run_1/ff_map.png
Scale: 2 px per micron. Other sequential cells in the stronger gray, the rest of the logic in the fainter gray.
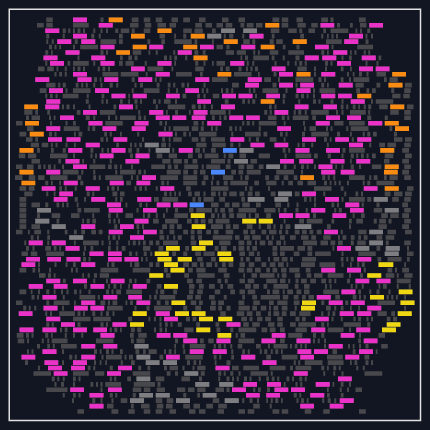
run_1/clock_nets.png
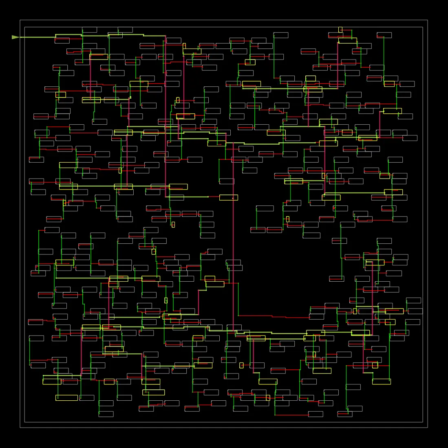
run_1/route_heat.png
Scale: 2 px per micron. The die is cut into 20 by 20 equal tiles; black is low, pale yellow is high, scaled to the fullest tile. Values are wire area over tile area, all layers added.
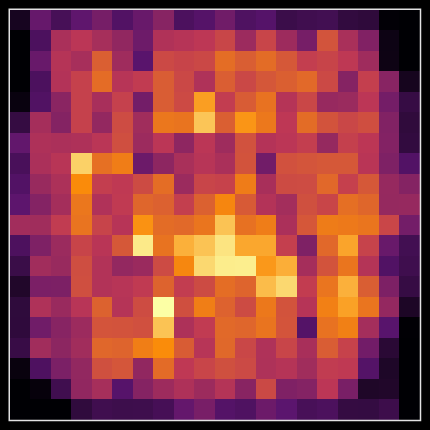
$ cat config.mk
export PLATFORM = sky130hd
export DESIGN_NAME = rvfpm_issue_flat
export DESIGN_NICKNAME = d
export VERILOG_FILES = /design/src/rtl/rvfpm_issue_pkg.sv /design/src/rtl/rvfpm_issue_if.sv /design/src/rtl/rvfpm_issue_fifo.sv /design/src/rtl/rvfpm_issue.sv /design/src/flat_wrapper.sv
export SDC_FILE = /design/constraint.sdc
export NUM_CORES = 1
export LEC_CHECK = 0
export CELL_PAD_IN_SITES_DETAIL_PLACEMENT = 1
export CELL_PAD_IN_SITES_GLOBAL_PLACEMENT = 1
export CORE_MARGIN = 2
export CORE_UTILIZATION = 40
export CTS_CLUSTER_SIZE = 16
export DETAILED_ROUTE_END_ITERATION = 8
export PLACE_DENSITY_LB_ADDON = 0.1
export SYNTH_ARGS = -nofsm -noshare
export SYNTH_HDL_FRONTEND = slang
export SYNTH_SLANG_ARGS = --single-unit
export TNS_END_PERCENT = 50
$ cat constraint.sdc
create_clock -name ck -period 3.6 [get_ports ck]
set_input_delay 0.72 -clock ck [delete_from_list [all_inputs] [get_ports ck]]
set_output_delay 0.72 -clock ck [all_outputs]
set_load 0.02 [all_outputs]
$ cat src/rtl/rvfpm_issue_pkg.sv
// rvfpm_issue_pkg: shared types, opcode/funct7 constants and the F-extension
// register-usage decoder for the rvfpm issue stage.
//   decoded_t    : legality plus which of rs1/rs2/rs3/rd are F registers
//   sb_entry_t   : one scoreboard slot {valid, rd, writes_f}
//   decode_instr : decodes a 32-bit instruction against a register-file size
package rvfpm_issue_pkg;

  localparam logic [6:0] OPC_OP_FP  = 7'b1010011;
  localparam logic [6:0] OPC_FMADD  = 7'b1000011;
  localparam logic [6:0] OPC_FMSUB  = 7'b1000111;
  localparam logic [6:0] OPC_FNMSUB = 7'b1001011;
  localparam logic [6:0] OPC_FNMADD = 7'b1001111;

  localparam logic [6:0] F7_FADD     = 7'b0000000;
  localparam logic [6:0] F7_FSUB     = 7'b0000100;
  localparam logic [6:0] F7_FMUL     = 7'b0001000;
  localparam logic [6:0] F7_FDIV     = 7'b0001100;
  localparam logic [6:0] F7_FSGNJ    = 7'b0010000;
  localparam logic [6:0] F7_FMINMAX  = 7'b0010100;
  localparam logic [6:0] F7_FSQRT    = 7'b0101100;
  localparam logic [6:0] F7_FCMP     = 7'b1010000;
  localparam logic [6:0] F7_FCVT_W_S = 7'b1100000;
  localparam logic [6:0] F7_FCVT_S_W = 7'b1101000;
  localparam logic [6:0] F7_FMV_X_W  = 7'b1110000;  // also FCLASS
  localparam logic [6:0] F7_FMV_W_X  = 7'b1111000;

  typedef struct packed {
    logic       legal;
    logic       rs1F;
    logic       rs2F;
    logic       rs3F;
    logic       rdF;
    logic [4:0] rs1;
    logic [4:0] rs2;
    logic [4:0] rs3;
    logic [4:0] rd;
  } decoded_t;

  typedef struct packed {
    logic       valid;
    logic [4:0] rd;
    logic       writes_f;
  } sb_entry_t;

  function automatic decoded_t decode_instr(input logic [31:0] ins,
                                            input int unsigned nregs);
    decoded_t d;
    d       = '0;
    d.rd    = ins[11:7];
    d.rs1   = ins[19:15];
    d.rs2   = ins[24:20];
    d.rs3   = ins[31:27];
    case (ins[6:0])
      OPC_OP_FP: begin
        d.legal = 1'b1;
        case (ins[31:25])
          F7_FADD, F7_FSUB, F7_FMUL, F7_FDIV, F7_FSGNJ, F7_FMINMAX: begin
            d.rs1F = 1'b1;
            d.rs2F = 1'b1;
            d.rdF  = 1'b1;
          end
          F7_FSQRT: begin
            d.rs1F = 1'b1;
            d.rdF  = 1'b1;
          end
          F7_FMV_X_W, F7_FCVT_W_S: d.rs1F = 1'b1;
          F7_FCMP: begin
            d.rs1F = 1'b1;
            d.rs2F = 1'b1;
          end
          F7_FCVT_S_W, F7_FMV_W_X: d.rdF = 1'b1;
          default: d.legal = 1'b0;
        endcase
      end
      OPC_FMADD, OPC_FMSUB, OPC_FNMSUB, OPC_FNMADD: begin
        d.legal = 1'b1;
        d.rs1F  = 1'b1;
        d.rs2F  = 1'b1;
        d.rs3F  = 1'b1;
        d.rdF   = 1'b1;
      end
      default: d.legal = 1'b0;
    endcase
    // Only indices actually used as F registers are range-checked.
    if ((d.rs1F && 32'(d.rs1) >= nregs) || (d.rs2F && 32'(d.rs2) >= nregs) ||
        (d.rs3F && 32'(d.rs3) >= nregs) || (d.rdF && 32'(d.rd) >= nregs))
      d.legal = 1'b0;
    return d;
  endfunction

endpackage

$ cat src/rtl/rvfpm_issue_if.sv
// rvfpm_issue_if: core-side valid/ready instruction handshake and the
// rvfpm-side issue bus.
//   master : the core / rvfpm side (drives offers, observes issue)
//   slave  : the issue stage (accepts offers, drives issue)
interface rvfpm_issue_if;
  logic        instr_valid;
  logic        instr_ready;
  logic [31:0] instruction_in;
  logic [31:0] data_fromXReg_in;
  logic        enable;
  logic [31:0] instruction;
  logic [31:0] data_fromXReg;

  modport master (
    output instr_valid, instruction_in, data_fromXReg_in,
    input  instr_ready, enable, instruction, data_fromXReg
  );

  modport slave (
    input  instr_valid, instruction_in, data_fromXReg_in,
    output instr_ready, enable, instruction, data_fromXReg
  );
endinterface

$ cat src/rtl/rvfpm_issue_fifo.sv
// rvfpm_issue_fifo: synchronous FIFO with wrap-around pointers and a count.
//   ck/rst        : clock, synchronous active-high reset
//   push/wdata    : write (ignored when full)
//   pop/rdata     : read; rdata shows the head combinationally
//   full/empty    : status flags
// DEPTH must be a power of two so the pointers wrap naturally.
module rvfpm_issue_fifo #(
  parameter int unsigned WIDTH = 64,
  parameter int unsigned DEPTH = 4
) (
  input  logic             ck,
  input  logic             rst,
  input  logic             push,
  input  logic             pop,
  input  logic [WIDTH-1:0] wdata,
  output logic [WIDTH-1:0] rdata,
  output logic             full,
  output logic             empty
);
  localparam int unsigned AW = $clog2(DEPTH);
  localparam logic [AW:0] FULL_CNT = (AW+1)'(DEPTH);

  logic [WIDTH-1:0] mem_q [DEPTH];
  logic [WIDTH-1:0] mem_d [DEPTH];
  logic [AW-1:0]    wr_ptr_q, wr_ptr_d, rd_ptr_q, rd_ptr_d;
  logic [AW:0]      count_q, count_d;
  logic             wr_en, rd_en;

  assign full  = (count_q == FULL_CNT);
  assign empty = (count_q == '0);
  assign rdata = mem_q[rd_ptr_q];
  assign wr_en = push && !full;
  assign rd_en = pop && !empty;

  always_comb begin
    mem_d    = mem_q;
    wr_ptr_d = wr_ptr_q;
    rd_ptr_d = rd_ptr_q;
    count_d  = count_q;
    if (wr_en) begin
      mem_d[wr_ptr_q] = wdata;
      wr_ptr_d        = wr_ptr_q + AW'(1);
    end
    if (rd_en) rd_ptr_d = rd_ptr_q + AW'(1);
    case ({wr_en, rd_en})
      2'b10:   count_d = count_q + (AW+1)'(1);
      2'b01:   count_d = count_q - (AW+1)'(1);
      default: count_d = count_q;
    endcase
  end

  always_ff @(posedge ck) begin
    if (rst) begin
      for (int unsigned i = 0; i < DEPTH; i++) mem_q[i] <= '0;
      wr_ptr_q <= '0;
      rd_ptr_q <= '0;
      count_q  <= '0;
    end else begin
      mem_q    <= mem_d;
      wr_ptr_q <= wr_ptr_d;
      rd_ptr_q <= rd_ptr_d;
      count_q  <= count_d;
    end
  end
endmodule

$ cat src/rtl/rvfpm_issue.sv
// rvfpm_issue: buffers F-extension instructions from the core, decodes
// register usage, holds back RAW hazards against in-flight rvfpm results and
// issues one instruction per cycle to rvfpm.
//   ck, rst        : clock, synchronous active-high reset
//   bus (slave)    : core handshake in, enable/instruction/data_fromXReg out
//   illegal_instr  : one-cycle pulse when the head entry is discarded
//   hazard_stall   : head is legal but blocked by the scoreboard
//   in_flight      : number of valid scoreboard slots
module rvfpm_issue
  import rvfpm_issue_pkg::*;
#(
  parameter int unsigned NUM_F_REGS      = 32,
  parameter int unsigned PIPELINE_STAGES = 4,
  parameter int unsigned FIFO_DEPTH      = 4
) (
  input  logic                                  ck,
  input  logic                                  rst,
  rvfpm_issue_if.slave                          bus,
  output logic                                  illegal_instr,
  output logic                                  hazard_stall,
  output logic [$clog2(PIPELINE_STAGES+2)-1:0]  in_flight
);
  localparam int unsigned SB_SLOTS = PIPELINE_STAGES + 1;
  localparam int unsigned IFW      = $clog2(PIPELINE_STAGES + 2);

  logic [63:0] fifo_rdata;
  logic        fifo_full, fifo_empty;
  logic        push, pop, issue, drop, hazard;
  decoded_t    dec;
  sb_entry_t   sb_q [SB_SLOTS];
  sb_entry_t   sb_d [SB_SLOTS];

  logic        enable_q, enable_d;
  logic        illegal_q, illegal_d;
  logic [31:0] instr_q, instr_d;
  logic [31:0] xdata_q, xdata_d;

  assign bus.instr_ready   = !fifo_full && !rst;
  assign push              = bus.instr_valid && bus.instr_ready;
  assign bus.enable        = enable_q;
  assign bus.instruction   = instr_q;
  assign bus.data_fromXReg = xdata_q;
  assign illegal_instr     = illegal_q;

  rvfpm_issue_fifo #(
    .WIDTH (64),
    .DEPTH (FIFO_DEPTH)
  ) u_fifo (
    .ck    (ck),
    .rst   (rst),
    .push  (push),
    .pop   (pop),
    .wdata ({bus.data_fromXReg_in, bus.instruction_in}),
    .rdata (fifo_rdata),
    .full  (fifo_full),
    .empty (fifo_empty)
  );

  always_comb begin
    dec    = decode_instr(fifo_rdata[31:0], NUM_F_REGS);
    hazard = 1'b0;
    for (int unsigned i = 0; i < SB_SLOTS; i++) begin
      if (sb_q[i].valid && sb_q[i].writes_f &&
          ((dec.rs1F && dec.rs1 == sb_q[i].rd) ||
           (dec.rs2F && dec.rs2 == sb_q[i].rd) ||
           (dec.rs3F && dec.rs3 == sb_q[i].rd)))
        hazard = 1'b1;
    end
    issue        = !fifo_empty && dec.legal && !hazard;
    drop         = !fifo_empty && !dec.legal;
    pop          = issue || drop;
    hazard_stall = !fifo_empty && dec.legal && hazard;

    enable_d  = issue;
    illegal_d = drop;
    instr_d   = issue ? fifo_rdata[31:0]  : instr_q;
    xdata_d   = issue ? fifo_rdata[63:32] : xdata_q;

    // Slot 0 is loaded together with enable, so the producer is visible to
    // the hazard compare from its own enable cycle through PIPELINE_STAGES
    // cycles later.
    sb_d[0] = '0;
    if (issue) begin
      sb_d[0].valid    = 1'b1;
      sb_d[0].rd       = dec.rd;
      sb_d[0].writes_f = dec.rdF;
    end
    for (int unsigned i = 1; i < SB_SLOTS; i++) sb_d[i] = sb_q[i-1];

    in_flight = '0;
    for (int unsigned i = 0; i < SB_SLOTS; i++)
      in_flight = in_flight + IFW'(sb_q[i].valid);
  end

  always_ff @(posedge ck) begin
    if (rst) begin
      enable_q  <= 1'b0;
      illegal_q <= 1'b0;
      instr_q   <= '0;
      xdata_q   <= '0;
      for (int unsigned i = 0; i < SB_SLOTS; i++) sb_q[i] <= '0;
    end else begin
      enable_q  <= enable_d;
      illegal_q <= illegal_d;
      instr_q   <= instr_d;
      xdata_q   <= xdata_d;
      for (int unsigned i = 0; i < SB_SLOTS; i++) sb_q[i] <= sb_d[i];
    end
  end
endmodule

$ cat src/flat_wrapper.sv
// flat-port wrapper written by rule: the top's interface ports become plain ports
module rvfpm_issue_flat import rvfpm_issue_pkg::*;
#(
  parameter int unsigned NUM_F_REGS      = 32,
  parameter int unsigned PIPELINE_STAGES = 4,
  parameter int unsigned FIFO_DEPTH      = 4
)
  (ck, rst, illegal_instr, hazard_stall, in_flight, bus_instr_valid, bus_instruction_in, bus_data_fromXReg_in, bus_instr_ready, bus_enable, bus_instruction, bus_data_fromXReg);
  rvfpm_issue_if bus_i ();
  input  logic ck;
  input  logic rst;
  output logic illegal_instr;
  output logic hazard_stall;
  output logic [$clog2(PIPELINE_STAGES+2)-1:0] in_flight;
  input wire logic [$bits(bus_i.instr_valid)-1:0] bus_instr_valid;
  input wire logic [$bits(bus_i.instruction_in)-1:0] bus_instruction_in;
  input wire logic [$bits(bus_i.data_fromXReg_in)-1:0] bus_data_fromXReg_in;
  output wire logic [$bits(bus_i.instr_ready)-1:0] bus_instr_ready;
  output wire logic [$bits(bus_i.enable)-1:0] bus_enable;
  output wire logic [$bits(bus_i.instruction)-1:0] bus_instruction;
  output wire logic [$bits(bus_i.data_fromXReg)-1:0] bus_data_fromXReg;
  assign bus_i.instr_valid = bus_instr_valid;
  assign bus_i.instruction_in = bus_instruction_in;
  assign bus_i.data_fromXReg_in = bus_data_fromXReg_in;
  assign bus_instr_ready = bus_i.instr_ready;
  assign bus_enable = bus_i.enable;
  assign bus_instruction = bus_i.instruction;
  assign bus_data_fromXReg = bus_i.data_fromXReg;
  rvfpm_issue #(.NUM_F_REGS(NUM_F_REGS), .PIPELINE_STAGES(PIPELINE_STAGES), .FIFO_DEPTH(FIFO_DEPTH)) u_core (.ck(ck), .rst(rst), .bus(bus_i), .illegal_instr(illegal_instr), .hazard_stall(hazard_stall), .in_flight(in_flight));
endmodule
==> impl_metrics.tcl, run 1 <==
# flow metrics
set metrics [dict create \
    grt_max_degree 233 \
    failed_checks "setup timing" \
    final.setup.worst_slack_ns -0.513 \
    min_to "u_core.u_fifo.mem_q[69]" \
    m1_gr_usage 0.333 \
    timing.critical_path.cells "buf_12, mux4_2, a2111o_1, buf_4, o221a_2, a21o_1, nand2b_4, a21oi_2, buf_6, buf_6" \
    report.final.setup_viol 5 \
    max_slew.worst_pin.slew_ns 1.13 \
    dieHeight_microns 205 \
    unrepaired_setup_endpoints_after_global_routing "yes" \
    layout-drive-gt1-share 0.186 \
    hold_viol 0 \
    grt-busiest-layer "met2" \
    power_density_nw_per_um2 515 \
    detail_route.iter0.violations 740 \
    cap_viol_max_count 0 \
    slowest_stage "mux4_2" \
    worst_setup_path_end_kind "primary output" \
    timing.hold.worst.start "u_core.u_fifo.mem_q[69]" \
    regToRegSetupSlack_ns -0.38 \
    nNetsFinal 2023 \
    ir_drop_v 0.000340 \
    clock_network_area_fraction 0.0671 \
    synth_nets 1875 \
    outcome "finished, violations left" \
    non_clock_buffer_count 265 \
    largest_reg_flops 256 \
]
## Picture notes: ff_map.png
- yellow: u_core.sb_q (sequential cells 35)
- magenta: u_core.u_fifo.mem_q (sequential cells 256; where all over the die)
- blue: u_core.u_fifo.count_q (sequential cells 3)
- orange: u_core.bus.data_fromXReg (sequential cells 32)
- not colored: 37
Seq/total area: 0.363
storage element area: 7280 sq um
sequential group power: 4270 uW
fin util: 0.505

## Picture notes: clock_nets.png
Insertion Delay late pin: 0.57 ns
total number of sequential cells: 363
Sinks on Clock Net: 363

## Picture notes: route_heat.png
- densest ninth of the die: middle
- mean over tiles: 0.20
- fullest tile: 0.44
post-detailed-route wirelength per cell: 21.4 microns
count of vias placed by the detailed router: 13,800
total routing resource utilization after global routing: 0.252

==> run 1: how the worst max path moves through the flow <==
stage,start,end,cells after the start
final,u_core.u_fifo.rd_ptr_q[1],hazard_stall,10
after global routing,u_core.u_fifo.rd_ptr_q[1],hazard_stall,12
after CTS,u_core.u_fifo.rd_ptr_q[1],hazard_stall,14
after detailed placement,u_core.u_fifo.rd_ptr_q[1],hazard_stall,13
after global placement,u_core.u_fifo.rd_ptr_q[1],hazard_stall,13
after floorplan,u_core.u_fifo.rd_ptr_q[1],u_core.u_fifo.count_q[2],18
==> run 1: report_power, final <==
part | switching [uW] | total, uW | internal (uW)
Clock | 1690 | 4190 | 2510
Combinational | 994 | 1870 | 877
Sequential | 113 | 4270 | 4160
==> run 1: cells by family (layout without fill, tap and decap cells) <==
family / after synthesis / after routing / share of synthesized area
AOI/OAI and AO/OA: 406 / 406 / 0.162
xor gates and xnor gates: 78 / 78 / 0.0423
adders and majority gates: 10 / 10 / 0.00915
buffers and inverters: 176 / 352 / 0.0599
DFF: 363 / 363 / 0.450
muxes: 61 / 61 / 0.0858
other: 0 / 2 / 0
and+or+nand+nor: 704 / 704 / 0.191
==> run 1: stage by stage <==
| step | util | std cells | power [uW] |
|---|---|---|---|
| after floorplan | - | 1798 | 5410 |
| after global placement | 0.458 | 2395 | 6020 |
| after detailed placement | 0.458 | 2395 | 6050 |
| after CTS | 0.498 | 2479 | 10400 |
| after global routing | 0.505 | 2501 | 10800 |
| final | 0.505 | 2501 | 10300 |
==> run 1: repair_timing <==
item	4_1_cts	5_1_grt
setup buffers	13	20
resized	36	18
pin swaps	20	18
endpoints found under the hold margin	0	0
setup endpoints to repair	14	45
gates cloned	1	2
run_1/m3.png
Scale: 2 px per micron.
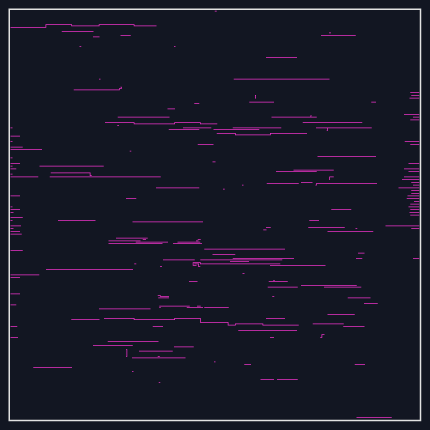

--- run 2 (diff from run 1) ---
Settings changed: ABC_AREA set to 1, CORE_UTILIZATION 40 to 38.
run_2/m3.png
Scale: 2 px per micron.
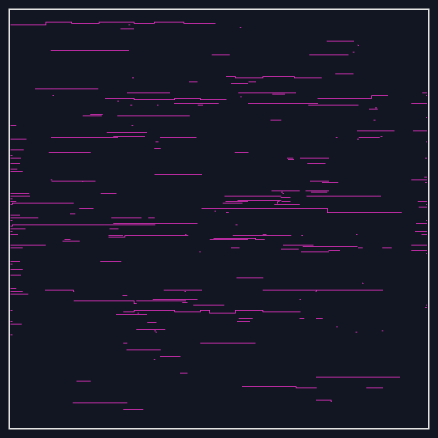
- wire length on this layer: 2,290 microns
- main direction: horizontal
- nets with wire on the layer: 116
Global Route met3 Usage: 0.0383
count of vias placed by the detailed router: 15,900
post-detailed-routing wire length: 58,800 microns

run_2/ff_map.png
Scale: 2 px per micron. Other sequential cells in the stronger gray, the rest of the logic in the fainter gray.
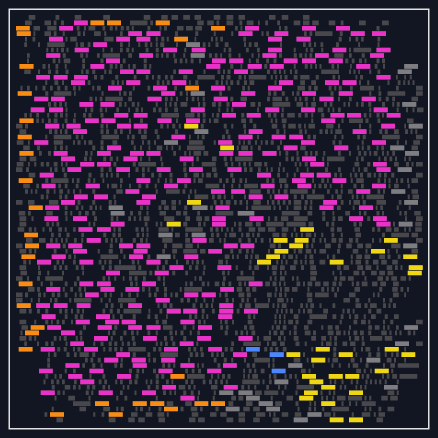
- orange: u_core.bus.data_fromXReg (sequential cells 32)
- magenta: u_core.u_fifo.mem_q (sequential cells 256; where all over the die)
- yellow: u_core.sb_q (sequential cells 35)
- blue: u_core.u_fifo.count_q (sequential cells 3)

run_2/sizing.png
Scale: 2 px per micron.
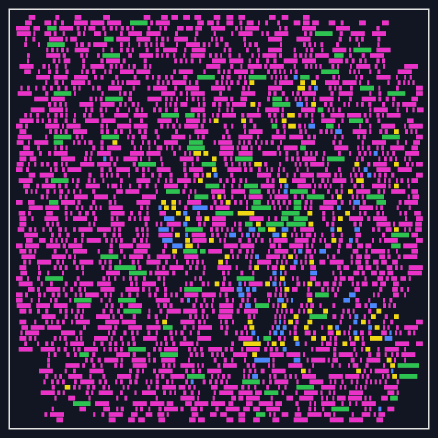
- yellow: x3 and x4 (cells 98; share 4.1%)
- magenta: x1 and smaller (cells 2,121; share 89%)
- blue: x2 (cells 74; share 3.1%)
- green: x6 and larger (cells 90; share 3.8%)
final setup slack of the worst path: -0.00115 ns
Buffers, non-clock: 245
Post-Layout Inst Area: 20,000 sq um

==> run 2 against run 1 <==
  * Worst hold slack got worse by 0.030 ns
  * Critical path type unchanged
  * The run still ends with setup timing left
  * Largest power group is now combinational cells
  * Final area barely moved
  * Clock-buffer cell count rose by 4
  * Clock power rose by 5%
==> impl_metrics.tcl, run 2 <==
# flow metrics
set metrics [dict create \
    outcome "finished, violations left" \
    max_slew.worst_pin.slew_ns 1.08 \
    layout-drive-gt1-share 0.110 \
    failed_checks "setup timing" \
    yosys-mux-area-fraction 0 \
    clk_latency_ns 0.58 \
    wire_per_inst_microns 20.1 \
    adder_share 0.00924 \
    regToRegSetupSlack_ns 0.17 \
    ir_drop_v 0.000301 \
    grtUsageTotal 0.261 \
    final.setup.worst_slack_ns -0.00115 \
    and_or_or_and_share_of_the_synthesized_area 0.151 \
    layoutNonFillerInstCount 2923 \
    simple_gate_share 0.281 \
    dieHeight_microns 209 \
    report.final.setup_viol 1 \
    final_core_util 0.480 \
    critical_path.endpoint "hazard_stall" \
    dominant_combinational_family "simple AND/OR/NAND/NOR gates" \
    worst_setup_path_startpoint "u_core.u_fifo.rd_ptr_q[0]" \
    synth_nets 2310 \
    slowest_stage "dfxtp_4" \
    dp_cells 2816 \
    nNetsFinal 2428 \
]
[run 2: what timing repair did]
item                       in CTS  in global routing
gates resized                  22                 64
cloned                          1                  6
pin swaps                       1                 26
setup buffers                   1                 23
setup endpoints to repair       4                 35
[run 2: cell families (layout without fill, tap and decap cells)]
family,count (synthesis),after routing
compound gates,470,470
fa+ha+maj,10,10
simple gates,1046,1046
buf+inv,289,439
flops,363,363
other cells,0,1
xor+xnor,55,55
[run 2: area by class of cell]
| class | instances | share of cell area |
|---|---|---|
| Clock inverter | 10 | 0.00612 |
| Clock buffer | 66 | 0.0640 |
| Antenna cell | 1 | 0.000125 |
| Inverter | 115 | 0.0226 |
| Multi-Input combinational cell | 1581 | 0.386 |
| Tap cell | 539 | 0.0337 |
| Sequential cell | 363 | 0.363 |
| Timing Repair Buffer | 245 | 0.122 |
| Timing Repair inverter | 3 | 0.00144 |
[run 2: stage by stage]
stage,TNS (ns),area [sq um]
after floorplan,0,16000
after global placement,-0.208,18100
after detailed placement,-0.318,18100
after CTS,-0.0997,19600
after global routing,-0.234,20000
final,-0.00115,20000
[run 2: routing by layer]
metal	vias to the layer above	track usage	routed length (microns)
met2	294	0.465	29600
met4	2	0.0687	1290
li1	7620	-	-
met5	-	0	13
met3	91	0.0383	2290
met1	7911	0.330	25600
[run 2: power breakdown]
group / internal [uW] / leakage (uW) / switching (uW) / total [uW]
clock: 2600 / 0.000695 / 1800 / 4390
sequential: 4170 / 0.00293 / 119 / 4290
combinational: 1850 / 0.00383 / 3150 / 5000
run_2/clock_nets.png
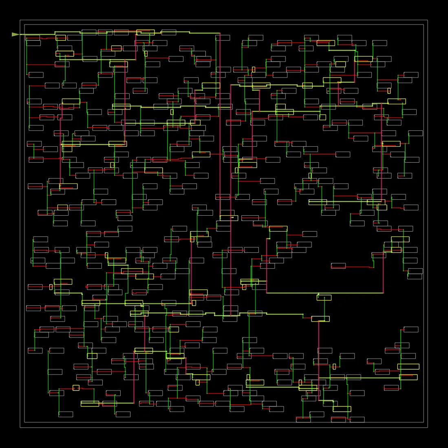

--- run 3 (diff from run 2) ---
Settings changed: SLEW_MARGIN set to 20, SYNTH_HIERARCHICAL set to 1.
run_3/clock_nets.png
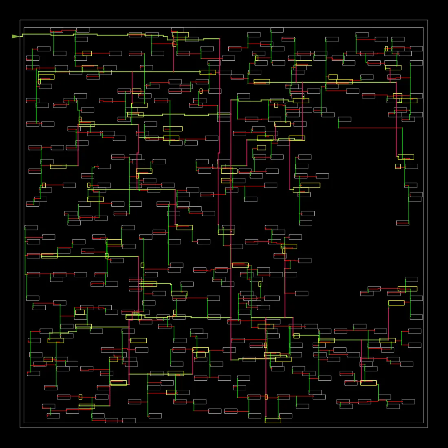
Insertion Delay late pin: 0.59 ns
total clock buffers created by CTS: 45
Power Clock: 4670 uW
Worst Skew: 0.0183 ns
count of clock buffers in the final design: 70

run_3/m3.png
Scale: 2 px per micron.
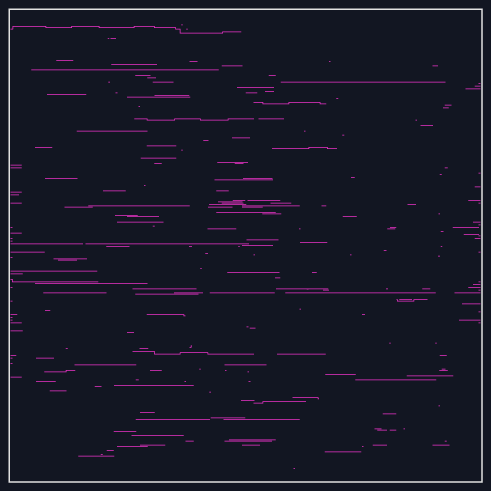
- main direction: horizontal
- longest straight run: 93.4 microns

run_3/route_heat.png
Scale: 1.5 px per micron. The die is cut into 24 by 24 equal tiles; black is low, pale yellow is high, scaled to the fullest tile. Values are wire area over tile area, all layers added.
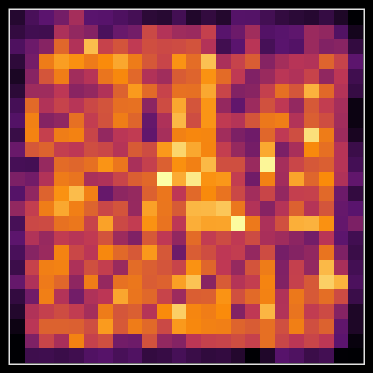
- mean over tiles: 0.21
- nearly empty tiles: 1.0%
- densest ninth of the die: middle
- fullest tile: 0.42
- emptiest ninth of the die: top right
- tiles over half the peak: 53%

==> run 3 against run 2 <==
  * The run still ends with setup timing left
  * Final area up 22%
  * Clock power up 6.4%
  * Worst setup slack worse by 0.14 ns
  * Critical path depth unchanged
  * Sequential power up 3%
  * Clock skew up 0.0055 ns
  * Fmax down 3.8%
  * Register-to-register slack worse by 0.25 ns
==> impl_metrics.tcl, run 3 <==
# flow metrics
set metrics [dict create \
    outcome "finished, violations left" \
    failed_checks "setup timing" \
    cell_internal_pwr_uw 9710 \
    power_leader "combinational cells" \
    layout-drive-gt1-share 0.0912 \
    grtUsageTotal 0.265 \
    comb_power_share 0.428 \
    post_cts_buffers 0 \
    pwr.group.sequential_uw 4420 \
    final.setup.worst_slack_ns -0.143 \
    dieHeight_microns 236 \
    critical_path.endpoint "hazard_stall" \
    report.final.setup_viol 2 \
    dr_total_vias 20600 \
    max_slew.worst_pin.slew_ns 1.14 \
    power_frac_seq 0.278 \
    switchingPower_uw 6180 \
    swShare 0.389 \
    slowest_stage "dfxtp_4" \
    wire_per_inst_microns 18.1 \
    place_area_sq_um 22600 \
    pwr.group.combinational_uw 6790 \
    power_frac_clock 0.294 \
    regToRegSetupSlack_ns -0.08 \
    finalInstanceArea_sq_um 24500 \
    post_cts_resized 24 \
    worst-setup-path-type "flop to primary output" \
    nNetsFinal 3475 \
]
## run 3: cell count changes after synthesis, moves of 10 or more
| cell | before | now |
|---|---|---|
| nand4_1 | 12 | 326 |
| inv_1 | 108 | 800 |
| xor2_1 | 53 | 23 |
| clkbuf_1 | 135 | 72 |
| buf_6 | 6 | 33 |
| o21ai_0 | 121 | 131 |
| o22ai_1 | 21 | 64 |
| nand3_1 | 354 | 36 |
| xnor2_1 | 2 | 38 |
| buf_1 | 8 | 21 |
| nand2_1 | 533 | 714 |
| a21oi_1 | 314 | 12 |
| nor2_1 | 122 | 501 |
| buf_2 | 18 | 99 |
## run 3: stage by stage
step	power [uW]	cells	setup TNS [ns]	hold WS, ns	util
after global placement	10700	4034	-0.223	0.407	0.429
after floorplan	8410	3295	0	0.403	-
after detailed placement	10800	4034	-0.318	0.416	0.429
after global routing	16900	4121	-0.789	0.455	0.464
final	15900	4121	-0.223	0.431	0.464
after CTS	15600	4115	-0.273	0.434	0.459
## run 3: metal layers
layer / GRT usage / wire length, microns
met1: 0.331 / 33200
met2: 0.480 / 37200
met3: 0.0310 / 2650
met4: 0.0712 / 1670
met5: 0 / 11
## run 3: area by class of cell
class	count	share of cell area
inverter	814	0.125
clock inverter	11	0.00557
timing repair buffer	288	0.112
tap	688	0.0351
clock buffer	70	0.0560
sequential	363	0.297
multi-input combinational	1887	0.369
## run 3: cells by family (layout without fill, tap and decap cells)
group           Yosys count  in the layout  share of synthesized area
fa+ha+maj                 9              9                    0.00663
xor+xnor                 61             61                     0.0262
simple gates           1608           1608                      0.344
flops                   363            363                      0.356
buf+inv                1045           1183                      0.212
compound gates          209            209                     0.0554
## run 3: critical path, delay by kind of cell, from the launching register on
family          cells  cell delay, ns
simple gates       12            1.09
buf+inv             6            0.73
flops               1            0.46
compound gates      1            0.16
No activity file was given, so power comes from the tool's default toggle rates.
